File: src/rtl/disp_pkg.sv
// ============================================================================
// Module  : disp_pkg
// Brief   : Shared types, register map, CTRL/STAT field positions and the
//           seven-segment hex font for the display scan controller.
// Rev     : 1.0  initial release
// ============================================================================
`default_nettype none

package disp_pkg;

  typedef enum logic [1:0] {
    ST_IDLE  = 2'd0,
    ST_LOAD  = 2'd1,
    ST_SHOW  = 2'd2,
    ST_BLANK = 2'd3
  } disp_state_t;

  localparam logic [1:0] c_ADDR_DATA_LO = 2'd0;
  localparam logic [1:0] c_ADDR_DATA_HI = 2'd1;
  localparam logic [1:0] c_ADDR_CTRL    = 2'd2;
  localparam logic [1:0] c_ADDR_STAT    = 2'd3;

  localparam int c_CTRL_EN_BIT    = 0;
  localparam int c_CTRL_HEX_BIT   = 1;
  localparam int c_CTRL_MASK_LSB  = 8;
  localparam int c_CTRL_DWELL_LSB = 16;
  localparam int c_STAT_FRAME_BIT = 8;

  // Segment order {dp,g,f,e,d,c,b,a}; dp is supplied separately.
  localparam logic [7:0] c_HEX_FONT [16] = '{
    8'h3F, 8'h06, 8'h5B, 8'h4F, 8'h66, 8'h6D, 8'h7D, 8'h07,
    8'h7F, 8'h6F, 8'h77, 8'h7C, 8'h39, 8'h5E, 8'h79, 8'h71
  };

  function automatic logic [31:0] merge_bytes(
    input logic [31:0] old_v,
    input logic [31:0] new_v,
    input logic [3:0]  be_v
  );
    logic [31:0] res;
    res = old_v;
    for (int k = 0; k < 4; k++) begin
      if (be_v[k]) res[8*k +: 8] = new_v[8*k +: 8];
    end
    return res;
  endfunction

endpackage

`default_nettype wire

File: src/rtl/seg_hex_dec.sv
// ============================================================================
// Module  : seg_hex_dec
// Brief   : Combinational nibble-to-seven-segment decoder with decimal point.
// Rev     : 1.0  initial release
// ============================================================================
`default_nettype none

module seg_hex_dec
  import disp_pkg::*;
(
  input  logic [3:0] i_nibble,
  input  logic       i_dp,
  output logic [7:0] o_seg
);

  logic [7:0] w_font;

  always_comb begin
    w_font = c_HEX_FONT[i_nibble];
    o_seg  = {i_dp, w_font[6:0]};
  end

endmodule

`default_nettype wire

File: src/rtl/disp_scan_ctrl.sv
// ============================================================================
// Module  : disp_scan_ctrl
// Brief   : Eight-digit multiplexed display scanner with a 4-register bus.
//           Optional hex decoding is enabled by defining DISP_HEX_DECODE_EN.
// Rev     : 1.0  initial release
// ============================================================================
`default_nettype none

module disp_scan_ctrl
  import disp_pkg::*;
#(
  parameter int          BLANK_CYC = 64,
  parameter logic [15:0] DWELL_RST = 16'h0100
) (
  input  logic        clk,
  input  logic        rst_n,
  input  logic        we,
  input  logic [1:0]  A,
  input  logic [31:0] D,
  input  logic [3:0]  be,
  output logic [31:0] Dout,
  output logic [7:0]  seg,
  output logic [7:0]  select
);

  localparam int             c_BLK_W    = $clog2(BLANK_CYC + 1);
  localparam logic [c_BLK_W-1:0] c_BLK_LOAD = c_BLK_W'(BLANK_CYC - 1);

  logic [31:0]        r_data_lo;
  logic [31:0]        r_data_hi;
  logic               r_en;
  logic [7:0]         r_mask;
  logic [15:0]        r_dwell;
  disp_state_t        r_state;
  logic [2:0]         r_idx;
  logic               r_frame;
  logic [15:0]        r_dwell_cnt;
  logic [c_BLK_W-1:0] r_blk_cnt;
  logic [7:0]         r_seg;
  logic [7:0]         r_sel;

  logic               w_wr_lo;
  logic               w_wr_hi;
  logic               w_wr_ctrl;
  logic               w_frame_clr;
  logic               w_en_nxt;
  logic [7:0]         w_mask_nxt;
  logic               w_run_nxt;
  logic               w_hex_rd;
  logic [63:0]        w_data_all;
  logic [7:0]         w_raw_pat;
  logic [7:0]         w_pat;
  logic [31:0]        w_ctrl_rd;
  logic [31:0]        w_stat_rd;

  assign w_wr_lo     = we && (A == c_ADDR_DATA_LO);
  assign w_wr_hi     = we && (A == c_ADDR_DATA_HI);
  assign w_wr_ctrl   = we && (A == c_ADDR_CTRL);
  assign w_frame_clr = we && (A == c_ADDR_STAT) && be[1] && D[c_STAT_FRAME_BIT];

  // Run decision uses the post-write CTRL so a disabling write idles next cycle.
  assign w_en_nxt   = (w_wr_ctrl && be[0]) ? D[c_CTRL_EN_BIT] : r_en;
  assign w_mask_nxt = (w_wr_ctrl && be[1]) ? D[c_CTRL_MASK_LSB +: 8] : r_mask;
  assign w_run_nxt  = w_en_nxt && (w_mask_nxt != 8'd0);

  always_ff @(posedge clk or negedge rst_n) begin
    if (!rst_n) begin
      r_data_lo <= 32'd0;
      r_data_hi <= 32'd0;
      r_en      <= 1'b1;
      r_mask    <= 8'hFF;
      r_dwell   <= DWELL_RST;
    end else begin
      if (w_wr_lo) r_data_lo <= merge_bytes(r_data_lo, D, be);
      if (w_wr_hi) r_data_hi <= merge_bytes(r_data_hi, D, be);
      r_en   <= w_en_nxt;
      r_mask <= w_mask_nxt;
      if (w_wr_ctrl && be[2]) r_dwell[7:0]  <= D[c_CTRL_DWELL_LSB +: 8];
      if (w_wr_ctrl && be[3]) r_dwell[15:8] <= D[c_CTRL_DWELL_LSB + 8 +: 8];
    end
  end

  assign w_data_all = {r_data_hi, r_data_lo};
  assign w_raw_pat  = w_data_all[{r_idx, 3'b000} +: 8];

`ifdef DISP_HEX_DECODE_EN
  logic       r_hex;
  logic [3:0] w_nibble;
  logic       w_dp;
  logic [7:0] w_hex_pat;

  always_ff @(posedge clk or negedge rst_n) begin
    if (!rst_n) begin
      r_hex <= 1'b0;
    end else if (w_wr_ctrl && be[0]) begin
      r_hex <= D[c_CTRL_HEX_BIT];
    end
  end

  assign w_nibble = r_data_lo[{r_idx, 2'b00} +: 4];
  assign w_dp     = r_data_hi[r_idx];

  seg_hex_dec u_hex_dec (
    .i_nibble (w_nibble),
    .i_dp     (w_dp),
    .o_seg    (w_hex_pat)
  );

  assign w_hex_rd = r_hex;
  assign w_pat    = r_hex ? w_hex_pat : w_raw_pat;
`else
  assign w_hex_rd = 1'b0;
  assign w_pat    = w_raw_pat;
`endif

  always_ff @(posedge clk or negedge rst_n) begin
    if (!rst_n) begin
      r_state     <= ST_IDLE;
      r_idx       <= 3'd0;
      r_frame     <= 1'b0;
      r_dwell_cnt <= 16'd0;
      r_blk_cnt   <= '0;
      r_seg       <= 8'd0;
      r_sel       <= 8'd0;
    end else begin
      // A wrap in the same cycle overrides the clear below.
      if (w_frame_clr) r_frame <= 1'b0;
      if (!w_run_nxt) begin
        r_state     <= ST_IDLE;
        r_idx       <= 3'd0;
        r_dwell_cnt <= 16'd0;
        r_blk_cnt   <= '0;
        r_seg       <= 8'd0;
        r_sel       <= 8'd0;
      end else begin
        case (r_state)
          ST_IDLE: begin
            r_state <= ST_LOAD;
          end
          ST_LOAD: begin
            if (r_mask[r_idx]) begin
              r_seg       <= w_pat;
              r_sel       <= 8'h80 >> r_idx;
              r_dwell_cnt <= (r_dwell == 16'd0) ? 16'd0 : r_dwell - 16'd1;
              r_state     <= ST_SHOW;
            end else begin
              r_idx <= r_idx + 3'd1;
              if (r_idx == 3'd7) r_frame <= 1'b1;
            end
          end
          ST_SHOW: begin
            if (r_dwell_cnt == 16'd0) begin
              r_seg     <= 8'd0;
              r_sel     <= 8'd0;
              r_blk_cnt <= c_BLK_LOAD;
              r_state   <= ST_BLANK;
            end else begin
              r_dwell_cnt <= r_dwell_cnt - 16'd1;
            end
          end
          ST_BLANK: begin
            if (r_blk_cnt == '0) begin
              r_idx   <= r_idx + 3'd1;
              r_state <= ST_LOAD;
              if (r_idx == 3'd7) r_frame <= 1'b1;
            end else begin
              r_blk_cnt <= r_blk_cnt - 1'b1;
            end
          end
          default: begin
            r_state <= ST_IDLE;
          end
        endcase
      end
    end
  end

  assign w_ctrl_rd = {r_dwell, r_mask, 6'd0, w_hex_rd, r_en};
  assign w_stat_rd = {23'd0, r_frame, 2'd0, r_state, 1'b0, r_idx};

  // Reads come straight from the registers, so a same-cycle write is not visible.
  always_comb begin
    Dout = 32'd0;
    case (A)
      c_ADDR_DATA_LO: Dout = r_data_lo;
      c_ADDR_DATA_HI: Dout = r_data_hi;
      c_ADDR_CTRL:    Dout = w_ctrl_rd;
      c_ADDR_STAT:    Dout = w_stat_rd;
      default:        Dout = 32'd0;
    endcase
  end

  assign seg    = r_seg;
  assign select = r_sel;

endmodule

`default_nettype wire

File: config.mk
export PLATFORM = sky130hd
export DESIGN_NAME = disp_scan_ctrl
export DESIGN_NICKNAME = d
export VERILOG_FILES = /design/src/rtl/disp_pkg.sv /design/src/rtl/seg_hex_dec.sv /design/src/rtl/disp_scan_ctrl.sv
export SDC_FILE = /design/constraint.sdc
export NUM_CORES = 1
export LEC_CHECK = 0
export ABC_CLOCK_PERIOD_IN_PS = 3700
export CORE_MARGIN = 3
export CORE_UTILIZATION = 40
export DETAILED_ROUTE_END_ITERATION = 10
export GPL_TIMING_DRIVEN = 0
export PLACE_DENSITY = 0.63
export SKIP_LAST_GASP = 1
export SLEW_MARGIN = 40
export SYNTH_ARGS = -nofsm -noshare
export SYNTH_HDL_FRONTEND = slang
export SYNTH_SLANG_ARGS = --single-unit
File: constraint.sdc
create_clock -name clk -period 3.7 [get_ports clk]
set_input_delay 0.74 -clock clk [delete_from_list [all_inputs] [get_ports clk]]
set_output_delay 0.74 -clock clk [all_outputs]
set_load 0.01 [all_outputs]
### Drive-strength map

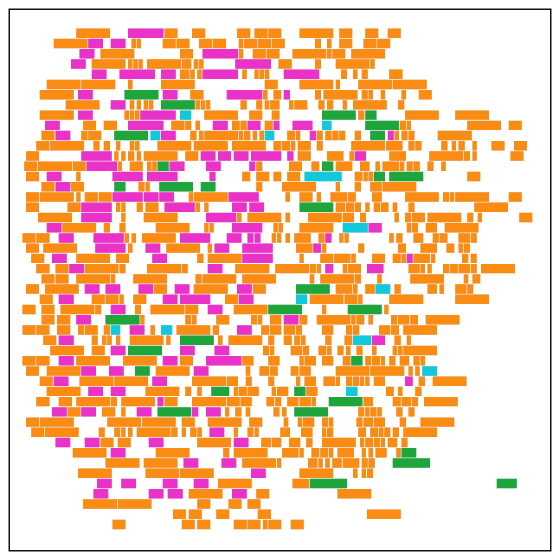
legend:
  x6 and larger:
    color: green
    cells: 32
    most_used: clkbuf_16
  x2:
    color: magenta
    cells: 132
    most_used: mux2_2
  x1 and smaller:
    color: orange
    cells: 673
    most_used: dfrtp_1
  x3 and x4:
    color: cyan
    cells: 13
    most_used: clkinv_4
P&R area growth vs syn: 24.2%
design area: 9400 um^2

### Clock wiring as the flow saved it

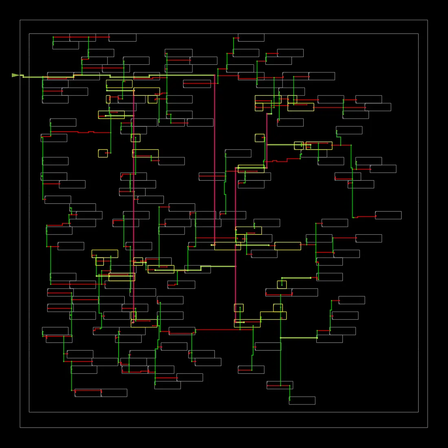
clock latency on the worst-skew pair: 0.42 ns
Clk. pwr: 1.57 mW
clk_buf instances: 18
CTS buffer count: 17
flip-flops: 134

==> results_dict.tcl <==
# flow metrics
set metrics [dict create \
    ys.flops 134 \
    routed_via_density 5.84 \
    grt_overflow 0 \
    die_h_um 144 \
    synth_adder_area_share_pct 2.65 \
    vdd_drop_max_mv 0.406 \
    syn_inst 729 \
    warnings 37 \
    end_kind "output pin" \
    seq-power_mw 2.25 \
    nNetsFinal 894 \
    cp-start-kind "input port" \
    num_io_pins 89 \
    worst_r2r_path_depth 8 \
    yosys.area.top_type "dfrtp_1" \
    max-slew-margin-rel_pct 46.4 \
    hold_class "in2async" \
    flop_cell "dfrtp_1" \
    path_cells "clkdlybuf4s50_1, clkbuf_4, clkbuf_8, buf_6, mux2i_1, o21ai_0, clkdlybuf4s50_1" \
    async_flop_share_pct 100 \
    worstMarginPinSlew_ns 0.799 \
    totalPowerFinal_mw 6.58 \
    drive_above_1_share_pct 20.8 \
    required_ns 2.96 \
    logic_gates 540 \
    placed_cells 1047 \
    place_area_um2 8800 \
    syn_avg_cell_area_um2 10.4 \
    yosys_cells 729 \
    postSynthSeqShare_pct 44.5 \
    edf_count 0 \
    routed-wl-met3_mm 1.19 \
    die_area_um2 20600 \
    drc 0 \
    synthTopCellsByArea "dfrtp_1 (41%), mux2_2 (12%), nand2_1 (5.6%), mux4_2 (5.4%), mux2i_1 (4.2%)" \
    taps 229 \
    power_combinational_mw 2.75 \
    muxShareOfSynthArea_pct 21.6 \
    grt_pass1_wl_mm 34.8 \
    cts.repair.resized 15 \
    rsz0062_at_grt "true" \
    critPathBufInv 5 \
    finalNonFillerCells 1079 \
    status "finished, final reports clean" \
    fmax_ghz 0.278 \
    sh_comb_area_pct 42.6 \
    ff_latch_area_um2 3370 \
    finalHoldViolations 0 \
]
Power and IR drop assume default switching activity.
